===== src/rtl/multicycle_control_if.sv =====
// Control bundle between the multi-cycle RV32I datapath and its main FSM.
// The datapath side (master) supplies opcode/flags/handshake; the FSM side
// (slave) returns the ALU operation, enables, mux selects and status pulses.
interface multicycle_control_if;
  logic [6:0] opcode;
  logic       zero;
  logic       mem_ready;
  logic [1:0] ALUOp;
  logic [1:0] alu_src_a;
  logic [1:0] alu_src_b;
  logic       mem_read;
  logic       mem_write;
  logic       i_or_d;
  logic       ir_write;
  logic       pc_en;
  logic       pc_src;
  logic       reg_write;
  logic       mem_to_reg;
  logic       instr_done;
  logic       illegal_op;
  logic       mem_fault;
  logic [3:0] state;

  modport master (
    output opcode, zero, mem_ready,
    input  ALUOp, alu_src_a, alu_src_b, mem_read, mem_write, i_or_d,
           ir_write, pc_en, pc_src, reg_write, mem_to_reg, instr_done,
           illegal_op, mem_fault, state
  );

  modport slave (
    input  opcode, zero, mem_ready,
    output ALUOp, alu_src_a, alu_src_b, mem_read, mem_write, i_or_d,
           ir_write, pc_en, pc_src, reg_write, mem_to_reg, instr_done,
           illegal_op, mem_fault, state
  );
endinterface


===== src/rtl/multicycle_control.sv =====
// Main control FSM of the multi-cycle RV32I datapath (R-type, I-type ALU,
// load, store, beq). One state per cycle; outputs are decoded from the state
// register, with pc_en/ir_write/instr_done qualified by mem_ready or zero.
// Memory states wait on mem_ready and can optionally abort after
// MEM_TIMEOUT consecutive wait cycles.
module multicycle_control #(
  parameter int MEM_TIMEOUT = 0
) (
  input  logic               clk,
  input  logic               reset,
  multicycle_control_if.slave bus
);

  typedef enum logic [3:0] {
    FETCH     = 4'd0,
    DECODE    = 4'd1,
    MEM_ADDR  = 4'd2,
    MEM_READ  = 4'd3,
    MEM_WB    = 4'd4,
    MEM_WRITE = 4'd5,
    EXEC_R    = 4'd6,
    EXEC_I    = 4'd7,
    ALU_WB    = 4'd8,
    BRANCH    = 4'd9
  } state_t;

  localparam logic [6:0] OP_R      = 7'b0110011;
  localparam logic [6:0] OP_I      = 7'b0010011;
  localparam logic [6:0] OP_LOAD   = 7'b0000011;
  localparam logic [6:0] OP_STORE  = 7'b0100011;
  localparam logic [6:0] OP_BRANCH = 7'b1100011;

  // The counter holds the number of earlier wait cycles in the current
  // memory state, so the abort fires on the MEM_TIMEOUT-th wait cycle.
  localparam int CNT_W = $clog2(MEM_TIMEOUT + 2) + 1;
  localparam int TO_M1 = (MEM_TIMEOUT > 0) ? MEM_TIMEOUT - 1 : 0;
  localparam logic [CNT_W-1:0] TO_LAST = CNT_W'(TO_M1);

  state_t           state_q;
  state_t           state_n;
  logic [CNT_W-1:0] wait_cnt;
  logic             mem_state;
  logic             timeout_hit;

  assign mem_state   = (state_q == FETCH) || (state_q == MEM_READ) ||
                       (state_q == MEM_WRITE);
  assign timeout_hit = (MEM_TIMEOUT > 0) && mem_state && !bus.mem_ready &&
                       (wait_cnt == TO_LAST);
  assign bus.state   = state_q;

  // State register; reset abandons any instruction in flight.
  always_ff @(posedge clk) begin
    if (reset) state_q <= FETCH;
    else       state_q <= state_n;
  end

  // Saturating count of consecutive mem_ready=0 cycles in a memory state.
  always_ff @(posedge clk) begin
    if (reset)
      wait_cnt <= '0;
    else if (!mem_state || bus.mem_ready || timeout_hit || (state_n != state_q))
      wait_cnt <= '0;
    else if (wait_cnt != {CNT_W{1'b1}})
      wait_cnt <= wait_cnt + CNT_W'(1);
  end

  // Next-state decode and per-state outputs; reset forces all outputs low.
  always_comb begin
    state_n        = state_q;
    bus.ALUOp      = 2'b00;
    bus.alu_src_a  = 2'b00;
    bus.alu_src_b  = 2'b00;
    bus.mem_read   = 1'b0;
    bus.mem_write  = 1'b0;
    bus.i_or_d     = 1'b0;
    bus.ir_write   = 1'b0;
    bus.pc_en      = 1'b0;
    bus.pc_src     = 1'b0;
    bus.reg_write  = 1'b0;
    bus.mem_to_reg = 1'b0;
    bus.instr_done = 1'b0;
    bus.illegal_op = 1'b0;
    bus.mem_fault  = 1'b0;

    case (state_q)
      FETCH: begin
        bus.mem_read  = 1'b1;
        bus.alu_src_b = 2'b01;
        if (bus.mem_ready) begin
          bus.ir_write = 1'b1;
          bus.pc_en    = 1'b1;
          state_n      = DECODE;
        end else if (timeout_hit) begin
          bus.mem_fault = 1'b1;
          state_n       = FETCH;
        end
      end
      DECODE: begin
        // Branch target PC+imm is computed here into ALUOut.
        bus.alu_src_a = 2'b10;
        bus.alu_src_b = 2'b10;
        case (bus.opcode)
          OP_R:               state_n = EXEC_R;
          OP_I:               state_n = EXEC_I;
          OP_LOAD, OP_STORE:  state_n = MEM_ADDR;
          OP_BRANCH:          state_n = BRANCH;
          default: begin
            bus.illegal_op = 1'b1;
            state_n        = FETCH;
          end
        endcase
      end
      MEM_ADDR: begin
        bus.alu_src_a = 2'b01;
        bus.alu_src_b = 2'b10;
        state_n = (bus.opcode == OP_STORE) ? MEM_WRITE : MEM_READ;
      end
      MEM_READ: begin
        bus.mem_read = 1'b1;
        bus.i_or_d   = 1'b1;
        if (bus.mem_ready) begin
          state_n = MEM_WB;
        end else if (timeout_hit) begin
          bus.mem_fault = 1'b1;
          state_n       = FETCH;
        end
      end
      MEM_WB: begin
        bus.reg_write  = 1'b1;
        bus.mem_to_reg = 1'b1;
        bus.instr_done = 1'b1;
        state_n        = FETCH;
      end
      MEM_WRITE: begin
        bus.mem_write = 1'b1;
        bus.i_or_d    = 1'b1;
        if (bus.mem_ready) begin
          bus.instr_done = 1'b1;
          state_n        = FETCH;
        end else if (timeout_hit) begin
          bus.mem_fault = 1'b1;
          state_n       = FETCH;
        end
      end
      EXEC_R: begin
        bus.alu_src_a = 2'b01;
        bus.alu_src_b = 2'b00;
        bus.ALUOp     = 2'b10;
        state_n       = ALU_WB;
      end
      EXEC_I: begin
        bus.alu_src_a = 2'b01;
        bus.alu_src_b = 2'b10;
        bus.ALUOp     = 2'b10;
        state_n       = ALU_WB;
      end
      ALU_WB: begin
        bus.reg_write  = 1'b1;
        bus.instr_done = 1'b1;
        state_n        = FETCH;
      end
      BRANCH: begin
        bus.alu_src_a  = 2'b01;
        bus.alu_src_b  = 2'b00;
        bus.ALUOp      = 2'b01;
        bus.pc_src     = 1'b1;
        bus.pc_en      = bus.zero;
        bus.instr_done = 1'b1;
        state_n        = FETCH;
      end
      default: state_n = FETCH;
    endcase

    if (reset) begin
      bus.ALUOp      = 2'b00;
      bus.alu_src_a  = 2'b00;
      bus.alu_src_b  = 2'b00;
      bus.mem_read   = 1'b0;
      bus.mem_write  = 1'b0;
      bus.i_or_d     = 1'b0;
      bus.ir_write   = 1'b0;
      bus.pc_en      = 1'b0;
      bus.pc_src     = 1'b0;
      bus.reg_write  = 1'b0;
      bus.mem_to_reg = 1'b0;
      bus.instr_done = 1'b0;
      bus.illegal_op = 1'b0;
      bus.mem_fault  = 1'b0;
    end
  end

endmodule


===== src/flat_wrapper.sv =====
// flat-port wrapper written by rule: the top's interface ports become plain ports
module multicycle_control_flat 
#(
  parameter int MEM_TIMEOUT = 0
)
  (clk, reset, bus_opcode, bus_zero, bus_mem_ready, bus_ALUOp, bus_alu_src_a, bus_alu_src_b, bus_mem_read, bus_mem_write, bus_i_or_d, bus_ir_write, bus_pc_en, bus_pc_src, bus_reg_write, bus_mem_to_reg, bus_instr_done, bus_illegal_op, bus_mem_fault, bus_state);
  multicycle_control_if bus_i ();
  input  logic clk;
  input  logic reset;
  input wire logic [$bits(bus_i.opcode)-1:0] bus_opcode;
  input wire logic [$bits(bus_i.zero)-1:0] bus_zero;
  input wire logic [$bits(bus_i.mem_ready)-1:0] bus_mem_ready;
  output wire logic [$bits(bus_i.ALUOp)-1:0] bus_ALUOp;
  output wire logic [$bits(bus_i.alu_src_a)-1:0] bus_alu_src_a;
  output wire logic [$bits(bus_i.alu_src_b)-1:0] bus_alu_src_b;
  output wire logic [$bits(bus_i.mem_read)-1:0] bus_mem_read;
  output wire logic [$bits(bus_i.mem_write)-1:0] bus_mem_write;
  output wire logic [$bits(bus_i.i_or_d)-1:0] bus_i_or_d;
  output wire logic [$bits(bus_i.ir_write)-1:0] bus_ir_write;
  output wire logic [$bits(bus_i.pc_en)-1:0] bus_pc_en;
  output wire logic [$bits(bus_i.pc_src)-1:0] bus_pc_src;
  output wire logic [$bits(bus_i.reg_write)-1:0] bus_reg_write;
  output wire logic [$bits(bus_i.mem_to_reg)-1:0] bus_mem_to_reg;
  output wire logic [$bits(bus_i.instr_done)-1:0] bus_instr_done;
  output wire logic [$bits(bus_i.illegal_op)-1:0] bus_illegal_op;
  output wire logic [$bits(bus_i.mem_fault)-1:0] bus_mem_fault;
  output wire logic [$bits(bus_i.state)-1:0] bus_state;
  assign bus_i.opcode = bus_opcode;
  assign bus_i.zero = bus_zero;
  assign bus_i.mem_ready = bus_mem_ready;
  assign bus_ALUOp = bus_i.ALUOp;
  assign bus_alu_src_a = bus_i.alu_src_a;
  assign bus_alu_src_b = bus_i.alu_src_b;
  assign bus_mem_read = bus_i.mem_read;
  assign bus_mem_write = bus_i.mem_write;
  assign bus_i_or_d = bus_i.i_or_d;
  assign bus_ir_write = bus_i.ir_write;
  assign bus_pc_en = bus_i.pc_en;
  assign bus_pc_src = bus_i.pc_src;
  assign bus_reg_write = bus_i.reg_write;
  assign bus_mem_to_reg = bus_i.mem_to_reg;
  assign bus_instr_done = bus_i.instr_done;
  assign bus_illegal_op = bus_i.illegal_op;
  assign bus_mem_fault = bus_i.mem_fault;
  assign bus_state = bus_i.state;
  multicycle_control #(.MEM_TIMEOUT(MEM_TIMEOUT)) u_core (.clk(clk), .reset(reset), .bus(bus_i));
endmodule

===== config.mk =====
export PLATFORM = sky130hd
export DESIGN_NAME = multicycle_control_flat
export DESIGN_NICKNAME = d
export VERILOG_FILES = /design/src/rtl/multicycle_control_if.sv /design/src/rtl/multicycle_control.sv /design/src/flat_wrapper.sv
export SDC_FILE = /design/constraint.sdc
export NUM_CORES = 1
export LEC_CHECK = 0
export ABC_AREA = 1
export CAP_MARGIN = 20
export CORE_AREA = 2 2 39 41
export CTS_BUF_LIST = sky130_fd_sc_hd__clkbuf_4
export DETAILED_ROUTE_END_ITERATION = 10
export DIE_AREA = 0 0 41 43
export GPL_TIMING_DRIVEN = 0
export PLACE_DENSITY = 0.84
export RECOVER_POWER = 25
export SYNTH_ARGS = -nofsm -noshare
export SYNTH_HDL_FRONTEND = slang
export SYNTH_SLANG_ARGS = --single-unit

===== constraint.sdc =====
create_clock -name clk -period 2.35 [get_ports clk]
set_clock_uncertainty 0.05 [all_clocks]
set_input_delay 0.235 -clock clk [delete_from_list [all_inputs] [get_ports clk]]
set_output_delay 0.235 -clock clk [all_outputs]
set_load 0.005 [all_outputs]

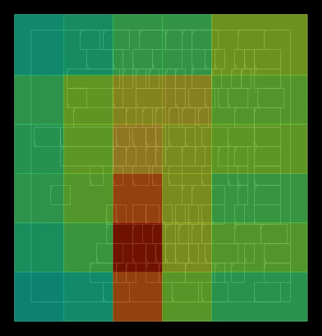
Run 1: congestion heat map
Finished Core Util: 60.2%
met2 GRT Util: 31.3%
met1 Use GR: 21.2%

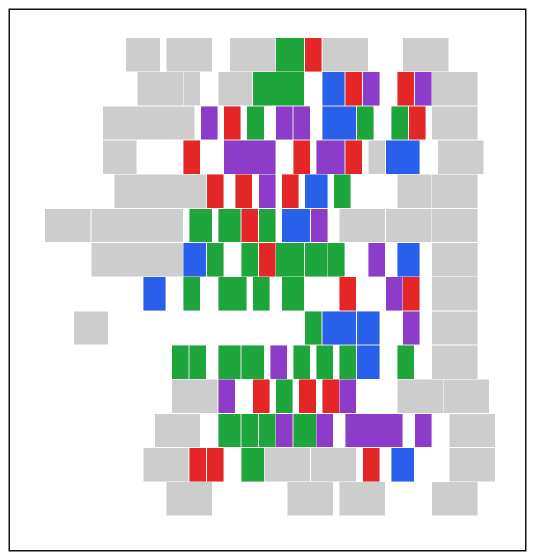
Run 1: gate families picked out
colour	family	cells
green	NAND gates	33
blue	inverting AOI/OAI gates	12
red	inverters	21
purple	NOR gates	19
multi-input combinational area share: 37.5%
post-route non-filler standard cell count: 142

==> summary.txt, run 1 <==
Flow results.

- The fraction of synthesized cell area in xor and xnor cells is 0%.
- For this run, the register share of the synthesized area comes to 16.0%.
- The max capacitance violation total is 0.
- STA classifies the critical path startpoint as a flop.
- Before placement the cells fill 36.3% of the core.
- Power spread over the standard cell area amounts to 296 nW/um^2.
- The cell count of the worst reg-to-reg path is 7.
- STA classifies the critical path endpoint as an output pin.
- The routed layout has 682 vias.
- The minimum clock period is 2.18 ns.
- Per the timing report, the biggest fanout along the worst path comes to 8.
- After filler insertion, the fill cell instance count of the layout stands at 159.
- In the synthesized netlist, the cells that appear most often are sky130_fd_sc_hd__nand2_1, sky130_fd_sc_hd__inv_1, sky130_fd_sc_hd__nor2_1.
- The class of the tightest hold or removal check is reg -> reg.
- The start of the worst register-to-register path is u_core.bus.state[2]$_SDFFE_PP0P_.
- The number of library cell types mapped by synthesis is 22.
- The final power report lists total power as 247 uW.
- The AND-OR/OR-AND share of the synthesized area is 14.5%.
- Looking at the cell usage after synthesis, the top flip-flop cell is sky130_fd_sc_hd__dfxtp_1.
- The proportion of netlist area held by the largest area contributor is 16.0%.
- Sorting the synthesized cells by area gives the leading types as sky130_fd_sc_hd__dfxtp_1, sky130_fd_sc_hd__nand2_1, sky130_fd_sc_hd__inv_1.
- For the worst setup path, the data required time is 2.07 ns.
- Of the total synthesized cell area, the portion taken by AND, OR, NAND and NOR gates is 49.4%.
- The tightest hold margin is 0.560 ns.
- The via density per instance is 4.80.
- The cell count after synthesis is 93.
- The total number of warnings across the stage logs is 26.
- The least setup slack across all paths after layout is 0.174 ns.
- The final total negative setup slack is 0 ns.
- The number of H-tree levels is 1.
- The portion of the clock cycle consumed by the worst path in the final layout is 92.6%.
- The layout summary lists the proportion of cells stronger than drive strength 1 as 10.3%.
- The end of the worst hold path is u_core.bus.state[0]$_SDFFE_PP0P_.
- The initialized floorplan defines 14 standard-cell rows.
- The first TritonRoute pass finished after 4 iterations.
- The flow ran to the end, and the final reports show no timing, DRC or antenna violations.
- The wire length of the first global-routing pass is 2.31 mm.
- CTS reports a maximum clock tree buffer depth of 2.
- The report gives the cell count of the worst hold path as 2.
- The fraction of synthesis flops using an asynchronous set or reset pin is 0%.
- Setup repair after global routing left no endpoint under its margin.
- After floorplanning, the core was sized to cover 1380 um^2.
- The endpoint of the worst-slack reg-to-reg timing path is u_core.bus.state[2]$_SDFFE_PP0P_.
- At the end of the flow, the number of nets in the layout was 139.
- Entering global routing, the biggest net connects 11 pins.
- The synthesized netlist has a Yosys-reported chip area of 502 um^2.
- The highest supply drop recorded on VDD is 0.000199 V.
- In this run the remaining antenna-violating nets after routing total 0.
- The cell leakage power is 0.388 nW.
- In the placement report, post-DP HPWL is listed as 1.26 mm.
- Clock tree synthesis selected as its root buffer the cell sky130_fd_sc_hd__clkbuf_4.
- The type of the worst setup path is reg -> out.
- Setup violations remaining at the end of the flow were counted as 0.
- Recorded from the global router log, the overflow total was 0.
- sky130_fd_sc_hd__nand2_1 is the most common cell in the netlist.
- The post-synthesis sequential element count is 4.
- The number of hold-slack violations in the final timing report is 0.
- The post-placement setup slack is 0.235 ns.
- The most used logic cell in the final layout is sky130_fd_sc_hd__clkdlybuf4s50_1.
- After detailed routing, the average wire length per cell comes to 10.4 um.
- The via count of the first global-routing pass was 597.
- The area fraction in mux cells is 0%.
- The congestion estimate from routability-driven global placement came to 0.795.
- The total clock buffers created by CTS is 3.
- During synthesis, Yosys emitted a total of 0 warnings.
- The tree built by TritonCTS fans out to 4 sinks.
- The slack of the worst reg-to-reg path is 1.05 ns.
- The post-synthesis cell area is 502 um^2.
- During I/O placement, the number of pins put on the boundary was 32.
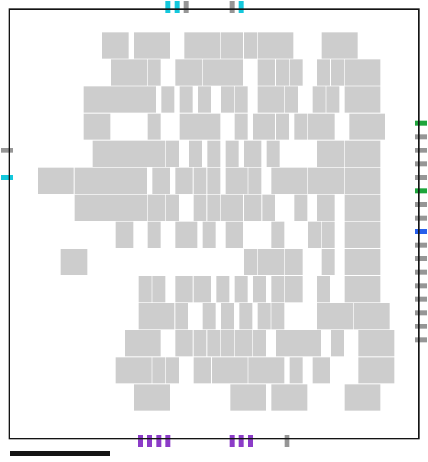
Run 1: pin map
Bar = 10 um. Pins as bars across the die edge, other pins in grey.
colour	port	pins	direction	edge
purple	bus_opcode	7	input	south
green	bus_ALUOp	2	output	east
blue	bus_ir_write	1	output	east
cyan	bus_state	4	output	3 north, 1 west
die span in y: 43 um
die width: 41 um
tally of buffers added on design ports: 30

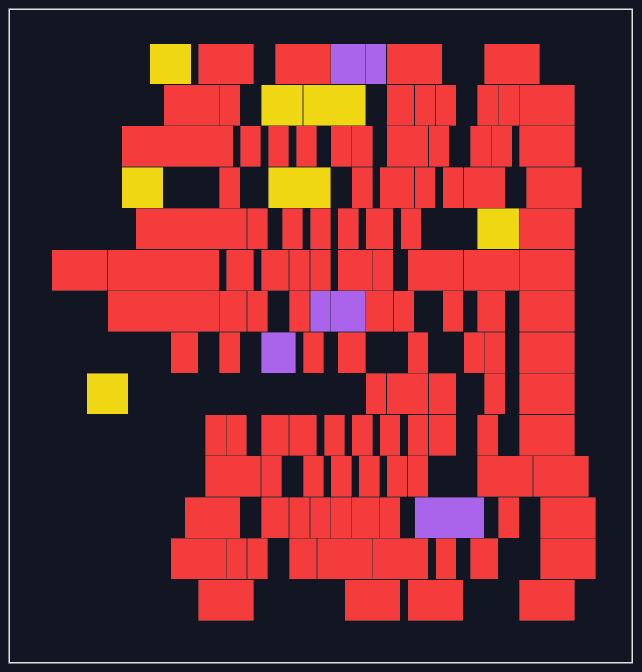
Run 1: cell sizes after repair
colour	size	cells
purple	drive 2	6
yellow	drive 3 to 4	7
red	drive 1 or less	113
final std cell area, no fill: 833 um^2
non-clock buffer count in the final layout: 33
area growth from synthesis to layout: 66.1%

[run 1: cells by family (layout without fill, tap and decap cells)]
kind of cell	after synthesis	count (layout)
AOI/OAI and AO/OA	12	12
buffers and inverters	24	57
DFF	4	4
other	1	1
and+or+nand+nor	52	52
[run 1: cell type report]
class / instances / area (um^2) / area share (%)
Multi-Input combinational cell: 65 / 313 / 37.5
Timing Repair Buffer: 30 / 300 / 36.0
Sequential cell: 4 / 80.1 / 9.61
Inverter: 21 / 78.8 / 9.46
Clock buffer: 3 / 22.5 / 2.70
Tap cell: 16 / 20.0 / 2.40
Buffer: 3 / 18.8 / 2.25
[run 1: per-layer routing]
metal  up-vias  GRT usage [%]  part of all wire, %
met5         -              0                    0
met4         0           8.00                    0
met3         0           4.19                  6.3
met2        26           31.3                   52
met1       304           21.2                   42
li1        352              -                    -
[run 1: report_power, final]
group | leakage (nW) | switching, mW | internal [mW]
Sequential | 0.0325 | 0.00465 | 0.0705
Clock | 0.0138 | 0.0251 | 0.0569
Combinational | 0.342 | 0.0408 | 0.0486
[run 1: worst max-delay path, stage by stage, from the launching register on]
cell and delay [ns]:
sky130_fd_sc_hd__dfxtp_1 0.47, sky130_fd_sc_hd__nand2_2 0.14, sky130_fd_sc_hd__nor2_4 0.18, sky130_fd_sc_hd__inv_1 0.09, sky130_fd_sc_hd__nor4_2 0.25, sky130_fd_sc_hd__clkdlybuf4s50_1 0.53
[run 1: worst max-delay path by stage]
stage                           endpoint  slack (ns)  depth (start not counted)
after floorplan           bus_instr_done        1.03                          6
after global placement    bus_instr_done        0.22                          4
after detailed placement  bus_instr_done        0.23                          4
after CTS                 bus_illegal_op        0.16                          5
after global routing      bus_illegal_op        0.07                          5
final                     bus_illegal_op        0.17                          5
==> run 2, diff against run 1 <==
Settings changed: GPL_ROUTABILITY_DRIVEN set to 0.
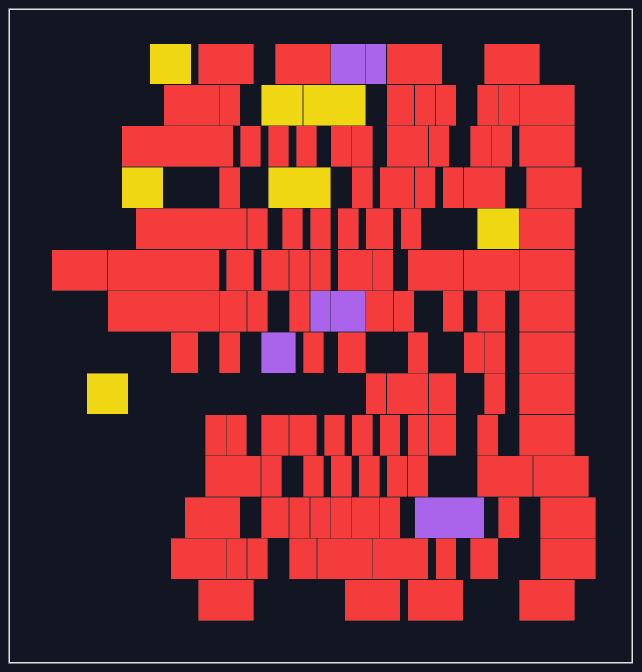
Run 2: cell sizes after repair
colour	size	cells
yellow	drive 3 to 4	7
purple	drive 2	6
red	drive 1 or less	113
Worst Slack Setup Final: 0.174 ns

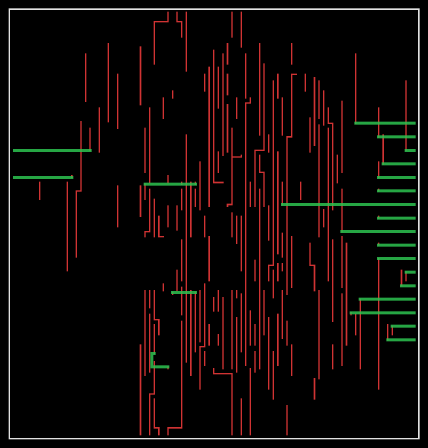
Run 2: signal wires by layer
Two of the layers only.
colour	layer	wire length
red	met2	767 um
green	met3	94.2 um
total number of vias: 682
total length of routed wires: 1.48 mm
average wire length per cell after detail routing: 10.4 um
aggregate global-route resource usage: 18.7%

==> run 2 against run 1 <==
Critical path depth unchanged. Count of clock-buffer cells in the layout stayed put. Non-clock buffer count did not move. Area after synthesis is the same. Sequential power is essentially flat. Design area did not move. Largest cell class unchanged.
==> summary.txt, run 2 <==
Flow results.

- The minimum clock period came to 2.18 ns (unchanged).
- The critical path required time is 2.07 ns (about the same).
- The cell leakage power is 0.388 nW (unchanged).
- The type of the worst setup path is reg -> out (unchanged).
- The number of pins with negative max-slew slack in the final report was 0 (unchanged).
- The number of hold-slack violations in the final timing report is 0 (unchanged).
- The number of placement rows is 14 (unchanged).
- The HPWL after detailed placement is 1.26 mm (unchanged).
- The worst path arrival time is 1.89 ns (about the same).
- The die outline height is 43 um (unchanged).
- The slack of the worst reg-to-reg path is 1.05 ns (about the same).
- The number of cells traversed by the worst hold path came to 2 (unchanged).
- The fraction of final layout cells with drive strength greater than 1 is 10.3% (unchanged).
- The total number of warnings across the stage logs is 26 (unchanged).
- The antenna violation net count after detailed routing is 0 (unchanged).
- The number of H-tree levels is 1 (unchanged).
- The maximum VDD drop was 0.000199 V (unchanged).
- The leading area contributor after synthesis is sky130_fd_sc_hd__dfxtp_1 (unchanged).
- The average instance area after synthesis is 5.39 um^2 (unchanged).
- The start of the worst register-to-register path was u_core.bus.state[2]$_SDFFE_PP0P_ (unchanged).
- The most used logic cell in the final layout was sky130_fd_sc_hd__clkdlybuf4s50_1 (unchanged).
- The post-placement setup slack is 0.235 ns (unchanged).
- The diode insertion count for antenna repair is 0 (unchanged).
- The post-synthesis cell area is 502 um^2 (unchanged).
- The wire length of the first global-routing pass is 2.31 mm (unchanged).
- The core region area is 1380 um^2 (unchanged).
- The post-synthesis sequential element count is 4 (unchanged).
- The number of library cell types mapped by synthesis is 22 (unchanged).
- The portion of the clock cycle consumed by the worst path in the final layout is 92.6% (unchanged).
- The maximum fanout count along the critical path is 8 (unchanged).
- The global-route met2 utilization is 31.3% (unchanged).
- The hold path startpoint is u_core.bus.state[0]$_SDFFE_PP0P_ (unchanged).
- The maximum clock insertion buffer count is 2 (unchanged).
- The count of warnings emitted by yosys is 0 (unchanged).
- The met2 wire length is 767 um (unchanged).
- The area growth from synthesis to layout is 66.1% (unchanged).
- The cell count of the worst reg-to-reg path is 7 (unchanged).
- The iteration tally of the first detailed-router pass is 4 (unchanged).
- The met1 routing resource usage after global routing is 21.2% (unchanged).
- The number of port buffers is 30 (unchanged).
- The cell count after synthesis came to 93 (unchanged).
- The endpoint of the worst-slack reg-to-reg timing path is u_core.bus.state[2]$_SDFFE_PP0P_ (unchanged).
- The wire length on met3 was 94 um (unchanged).
- Setup repair after global routing missed its margin: no (unchanged).
- The area of placed instances was 822 um^2 (unchanged).
- The class of the tightest hold or removal check was reg -> reg (unchanged).
- The max capacitance violation total came to 0 (unchanged).
- The sum of overflow across all layers after global routing is 0 (unchanged).
- The number of enable flip-flop cells was 0 (unchanged).
- The busiest layer in global routing is met2 (unchanged).
- The startpoint type of the worst setup path is a flop (unchanged).
- The number of DRC markers in iteration 0 came to 9 (unchanged).
- The wire length the detailed router placed on met1 is 621 um (unchanged).
- The root buffer cell is sky130_fd_sc_hd__clkbuf_4 (unchanged).
- Post-synth top cells: sky130_fd_sc_hd__nand2_1, sky130_fd_sc_hd__inv_1, sky130_fd_sc_hd__nor2_1 (unchanged).
- The overall die area was 1760 um^2 (unchanged).
- The number of clock sinks is 4 (unchanged).
- Synth top area cells: sky130_fd_sc_hd__dfxtp_1, sky130_fd_sc_hd__nand2_1, sky130_fd_sc_hd__inv_1 (unchanged).
- The tightest hold margin was 0.560 ns (unchanged).
- The cell area power density is 296 nW/um^2 (unchanged).
- The met3 track utilization from global routing is 4.19% (unchanged).
- The master of the slowest instance on the critical path is sky130_fd_sc_hd__clkdlybuf4s50_1 (unchanged).
- The via density per instance came to 4.80 (unchanged).
- Outcome: completed (unchanged).
- The via count of the first global-routing pass is 597 (unchanged).
- The total clock buffers created by CTS was 3 (unchanged).
- The total I/O pin count came to 32 (unchanged).
- The clock slew seen by the registers of the worst setup and hold paths came to 0.03 ns (about the same).
- The end of the worst hold path is u_core.bus.state[0]$_SDFFE_PP0P_ (unchanged).
- The initial core utilization is 36.3% (unchanged).
- The main flop type after synthesis was sky130_fd_sc_hd__dfxtp_1 (unchanged).
- The final core utilization was 60.2% (unchanged).
- The die width is 41 um (unchanged).
- The proportion of netlist area held by the largest area contributor is 16.0% (unchanged).
- The most instantiated library cell after synthesis is sky130_fd_sc_hd__nand2_1 (unchanged).
- The highest layer used for signal routing is met3 (unchanged).
- The maximum single-stage delay on the critical path was 0.53 ns (about the same).
- Commonest non-fill, non-tap cells in the layout: sky130_fd_sc_hd__clkdlybuf4s50_1, sky130_fd_sc_hd__nand2_1, sky130_fd_sc_hd__inv_1, sky130_fd_sc_hd__nor2_1, sky130_fd_sc_hd__nand3_1 (unchanged).
- The largest net degree at the start of global routing is 11 (unchanged).
- The post-synthesis sequential area ratio came to 16.0% (unchanged).
- The area reported by Yosys stat is 502 um^2 (unchanged).
- The post-route cell area is 833 um^2 (unchanged).
- The final setup violation count came to 0 (unchanged).
- The fraction of synthesis flops using an asynchronous set or reset pin is 0% (unchanged).
- The kind of end point of the critical path is an output pin (unchanged).
- Cell-by-cell trace of the critical path: nand2_2 -> nor2_4 -> inv_1 -> nor4_2 -> clkdlybuf4s50_1 (unchanged).
- The number of buffers inserted to repair setup after CTS is 0 (unchanged).
- The number of nets in the layout is 139 (unchanged).
- The final total negative setup slack is 0 ns (unchanged).
run 2: metrics by stage:
step / instances / total power [mW]
finish: 142 / 0.247
CTS: 142 / 0.252
global route: 142 / 0.264
global placement: 139 / 0.164
floorplan: 93 / 0.117
detailed placement: 139 / 0.166
run 2: cell families after synthesis:
family | synth area share (%)
AND/OR/NAND/NOR | 49.4
buffers and inverters | 19.5
AND-OR/OR-AND | 14.5
flip-flops | 16.0
other | 0.747
run 2: area by class of cell:
cell class,count,area (um^2)
Sequential cell,4,80.1
Clock buffer,3,22.5
Timing Repair Buffer,30,300
Inverter,21,78.8
Tap cell,16,20.0
Multi-Input combinational cell,65,313
Fill cell,159,551
Buffer,3,18.8
run 2: where the power goes:
part	switching, mW	leakage, nW	total (mW)	internal (mW)
Sequential	0.00465	0.0325	0.0751	0.0705
Clock	0.0251	0.0138	0.0820	0.0569
Combinational	0.0408	0.342	0.0894	0.0486
Total	0.0706	0.388	0.247	0.176
run 2: worst max path at each step:
stage | start | endpoint | slack, ns | depth (start not counted)
after floorplan | u_core.bus.state[2]$_SDFFE_PP0P_ | bus_instr_done | 1.03 | 6
after global placement | reset | bus_instr_done | 0.22 | 4
after detailed placement | reset | bus_instr_done | 0.23 | 4
after CTS | u_core.bus.state[0]$_SDFFE_PP0P_ | bus_illegal_op | 0.16 | 5
after global routing | u_core.bus.state[0]$_SDFFE_PP0P_ | bus_illegal_op | 0.07 | 5
final | u_core.bus.state[0]$_SDFFE_PP0P_ | bus_illegal_op | 0.17 | 5
run 2: worst max-delay path, delay by kind of cell, from the launching register on:
kind	cells	cell delay [ns]
DFF	1	0.47
and+or+nand+nor	3	0.57
buffers and inverters	2	0.62
Run 2, congestion heat map:
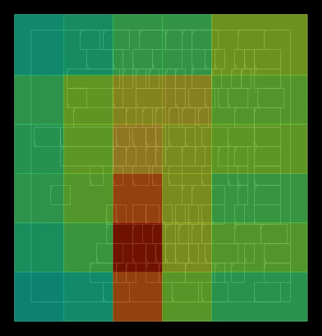

==> run 3, diff against run 2 <==
Settings changed: ABC_AREA 1 to not set, CORE_AREA 2 2 39 41 to not set, CORE_UTILIZATION set to 41, DIE_AREA 0 0 41 43 to not set, PLACE_DENSITY 0.84 to 0.87, SETUP_SLACK_MARGIN set to 0.05.
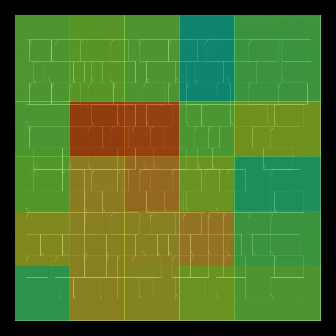
Run 3: congestion heat map
Finished Core Util: 77.0%
met2 GRT Util: 39.8%
M3 GR Usage: 4.07%
average wire length per cell after detail routing: 13.1 um

==> run 3 against run 2 <==
First-iteration DRC count increased by 44%. Sequential share of layout area is 0.59 points lower. Clock power shrank 1%. Combinational power shrank about 10%. Largest cell class is now logic gates. Global-route usage is 6.3 points higher. Flip-flop count unchanged. Maximum frequency fell by 2.0%. Synthesized cell count shrank 15%. Count of clock-buffer cells in the layout did not move.
==> summary.txt, run 3 <==
Flow results.

- Outcome: completed (unchanged).
- The number of library cell types mapped by synthesis is 35 (was 22).
- The kind of end point of the critical path is an output pin (unchanged).
- The class of the tightest hold or removal check was in -> reg (was reg -> reg).
- The biggest combinational cell group after synthesis is simple AND/OR/NAND/NOR gates (unchanged).
- The post-synthesis sequential element count came to 4 (unchanged).
- The type of the worst setup path is in -> out (was reg -> out).
- The total clock buffers created by CTS is 3 (unchanged).
- The initial core utilization is 46.6% (was 36.3%).
- Commonest non-fill, non-tap cells in the layout: sky130_fd_sc_hd__clkdlybuf4s50_1, sky130_fd_sc_hd__nor2_1, sky130_fd_sc_hd__nor2b_1, sky130_fd_sc_hd__a21oi_1, sky130_fd_sc_hd__nand2b_1 (was sky130_fd_sc_hd__clkdlybuf4s50_1, sky130_fd_sc_hd__nand2_1, sky130_fd_sc_hd__inv_1, sky130_fd_sc_hd__nor2_1, sky130_fd_sc_hd__nand3_1).
- The max capacitance violation total is 0 (unchanged).
- The die outline height is 38.5 um (was 43 um).
- The area of placed instances was 863 um^2 (was 822 um^2).
- The proportion of netlist area held by the largest area contributor is 14.7% (was 16.0%).
- The global-route usage over all layers is 25.0% (was 18.7%).
- The clock share of power is 34.7% (was 33.3%).
- Synth top area cells: sky130_fd_sc_hd__dfxtp_1, sky130_fd_sc_hd__nor2b_1, sky130_fd_sc_hd__nand2b_1 (was sky130_fd_sc_hd__dfxtp_1, sky130_fd_sc_hd__nand2_1, sky130_fd_sc_hd__inv_1).
- The number of hold-slack violations in the final timing report is 0 (unchanged).
- The combinational power share is 34.2% (was 36.3%).
- The fraction of synthesized cell area in xor and xnor cells is 1.61% (was 0%).
- The number of DRC markers in iteration 0 is 13 (was 9).
- The basic-gate share of the synthesized area counting and, or, nand and nor cells came to 54.8% (was 49.4%).
- The most used logic cell in the final layout is sky130_fd_sc_hd__clkdlybuf4s50_1 (unchanged).
- The number of H-tree levels is 1 (unchanged).
- The fraction of synthesis flops using an asynchronous set or reset pin came to 0% (unchanged).
- The startpoint type of the worst setup path is an input port (was flop).
- The fraction of power spent switching nets is 25.9% (was 28.6%).
- The root buffer cell was sky130_fd_sc_hd__clkbuf_4 (unchanged).
- The clock slew seen by the registers of the worst setup and hold paths is 0.03 ns (about the same).
- Setup repair after global routing missed its margin: no (unchanged).
- The AND-OR/OR-AND share of the synthesized area was 17.0% (was 14.5%).
- The total power came to 234 uW (was 247 uW).
- The die width is 38.5 um (was 41 um).
- The cell leakage power was 0.368 nW (was 0.388 nW).
- The via total after detailed routing was 710 (was 682).
- The post-synthesis sequential area ratio came to 14.7% (was 16.0%).
- The tightest hold margin is 0.489 ns (was 0.560 ns).
- Post-synth top cells: sky130_fd_sc_hd__nor2_1, sky130_fd_sc_hd__nor2b_1, sky130_fd_sc_hd__a21oi_1, sky130_fd_sc_hd__nand2b_1 (was sky130_fd_sc_hd__nand2_1, sky130_fd_sc_hd__inv_1, sky130_fd_sc_hd__nor2_1).
- The via count of the first global-routing pass is 608 (was 597).
- The number of clock sinks is 4 (unchanged).
- The area reported by Yosys stat is 546 um^2 (was 502 um^2).
- The number of nets in the layout is 125 (was 139).
- The core region area is 1170 um^2 (was 1380 um^2).
- The number of buffers inserted to repair setup after CTS is 0 (unchanged).
- The number of enable flip-flop cells is 0 (unchanged).
- The main flop type after synthesis is sky130_fd_sc_hd__dfxtp_1 (unchanged).
- The overall die area is 1480 um^2 (was 1760 um^2).
- The post-placement setup slack is 0.106 ns (was 0.235 ns).
- The maximum clock insertion buffer count is 2 (unchanged).
- The leading area contributor after synthesis is sky130_fd_sc_hd__dfxtp_1 (unchanged).
- The portion of the clock cycle consumed by the worst path in the final layout is 94.5% (was 92.6%).
- The average instance area after synthesis is 6.91 um^2 (was 5.39 um^2).
- The post-synthesis cell area came to 546 um^2 (was 502 um^2).
- The minimum clock period is 2.22 ns (was 2.18 ns).
- The worst path arrival time is 1.94 ns (was 1.89 ns).
- The largest net degree at the start of global routing is 11 (unchanged).
- The adder-cell area share of the yosys netlist is 0% (unchanged).
- The number of port buffers is 30 (unchanged).
- The maximum fanout count along the critical path came to 4 (was 8).
- The maximum VDD drop is 0.000256 V (was 0.000199 V).
- The area fraction in mux cells came to 1.83% (was 0%).
- The final setup violation count is 0 (unchanged).
- The iteration tally of the first detailed-router pass is 4 (unchanged).
- The total I/O pin count was 32 (unchanged).
- The diode insertion count for antenna repair is 0 (unchanged).
- The number of cells after detailed placement is 123 (was 139).
- The via density per instance is 5.63 (was 4.80).
- The fraction of final layout cells with drive strength greater than 1 was 13.4% (was 10.3%).
- The fraction of power consumed by sequential logic was 31.0% (was 30.5%).
- The final total negative setup slack is 0 ns (unchanged).
- The antenna violation net count after detailed routing was 0 (unchanged).
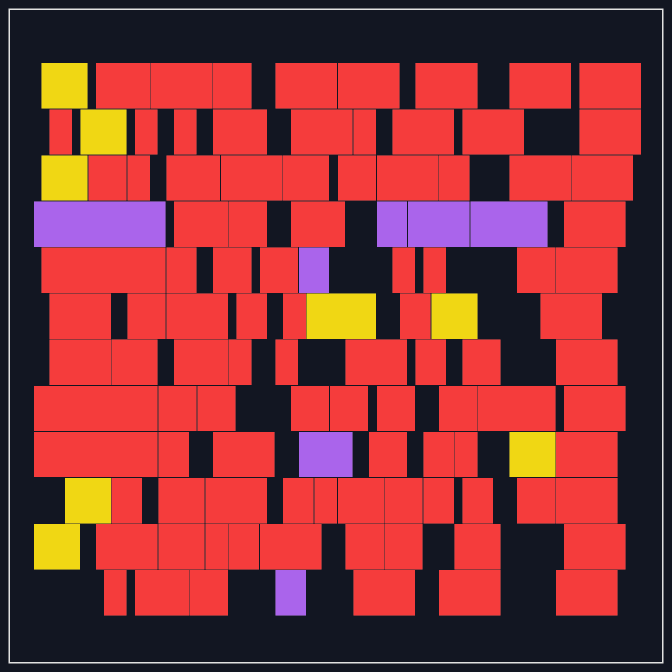
Run 3: cell sizes after repair
colour	size	cells
purple	drive 2	7
red	drive 1 or less	97
yellow	drive 3 to 4	8
final std cell area, no fill: 902 um^2
non-clock buffer count in the final layout: 37
Worst Slack Setup Final: 0.130 ns
area growth from synthesis to layout: 65.4%

==> run 3: layout make-up <==
class / instances / area (um^2)
well taps: 14 / 17.5
multi-input cells: 65 / 422
fillers: 106 / 269
clock buffers: 3 / 22.5
flip-flops and latches: 4 / 81.3
plain buffers: 7 / 45.0
repair buffers: 30 / 303
inverters: 3 / 11.3
==> run 3: layer usage <==
metal  wire length, um  vias to the layer above  GRT usage (%)
met2               819                       22           39.8
li1                  -                      353              -
met5                 0                        -              0
met4                 0                        0           11.2
met3                59                        0           4.07
met1               769                      335           32.5
==> run 3: power groups by stage <==
| stage | Clock [mW] | Sequential [mW] | Combinational [mW] |
|---|---|---|---|
| global placement | 0 | 0.0735 | 0.0763 |
| global route | 0.0944 | 0.0729 | 0.0875 |
| detailed placement | 0 | 0.0734 | 0.0783 |
| floorplan | 0 | 0.0729 | 0.0351 |
| CTS | 0.0877 | 0.0724 | 0.0787 |
| finish | 0.0812 | 0.0726 | 0.0801 |
==> run 3: critical path: stages <==
cell	delay, ns
sky130_fd_sc_hd__clkdlybuf4s50_1	0.47
sky130_fd_sc_hd__or3_4	0.36
sky130_fd_sc_hd__nand2b_1	0.20
sky130_fd_sc_hd__a21oi_1	0.15
sky130_fd_sc_hd__clkdlybuf4s50_1	0.52
==> run 3: final timing paths <==
path | slack [ns] | to | cells after the start | startpoint
min reg2reg | 0.64 | u_core.bus.state[0]$_SDFFE_PP0P_ | 3 | u_core.bus.state[0]$_SDFFE_PP0P_
max reg2reg | 0.98 | u_core.bus.state[2]$_SDFFE_PP0P_ | 4 | u_core.bus.state[3]$_SDFFE_PP0P_
min | 0.49 | u_core.bus.state[1]$_SDFFE_PP0P_ | 4 | bus_mem_ready
max | 0.13 | bus_illegal_op | 5 | reset
Power is estimated from default activity; no workload was simulated.
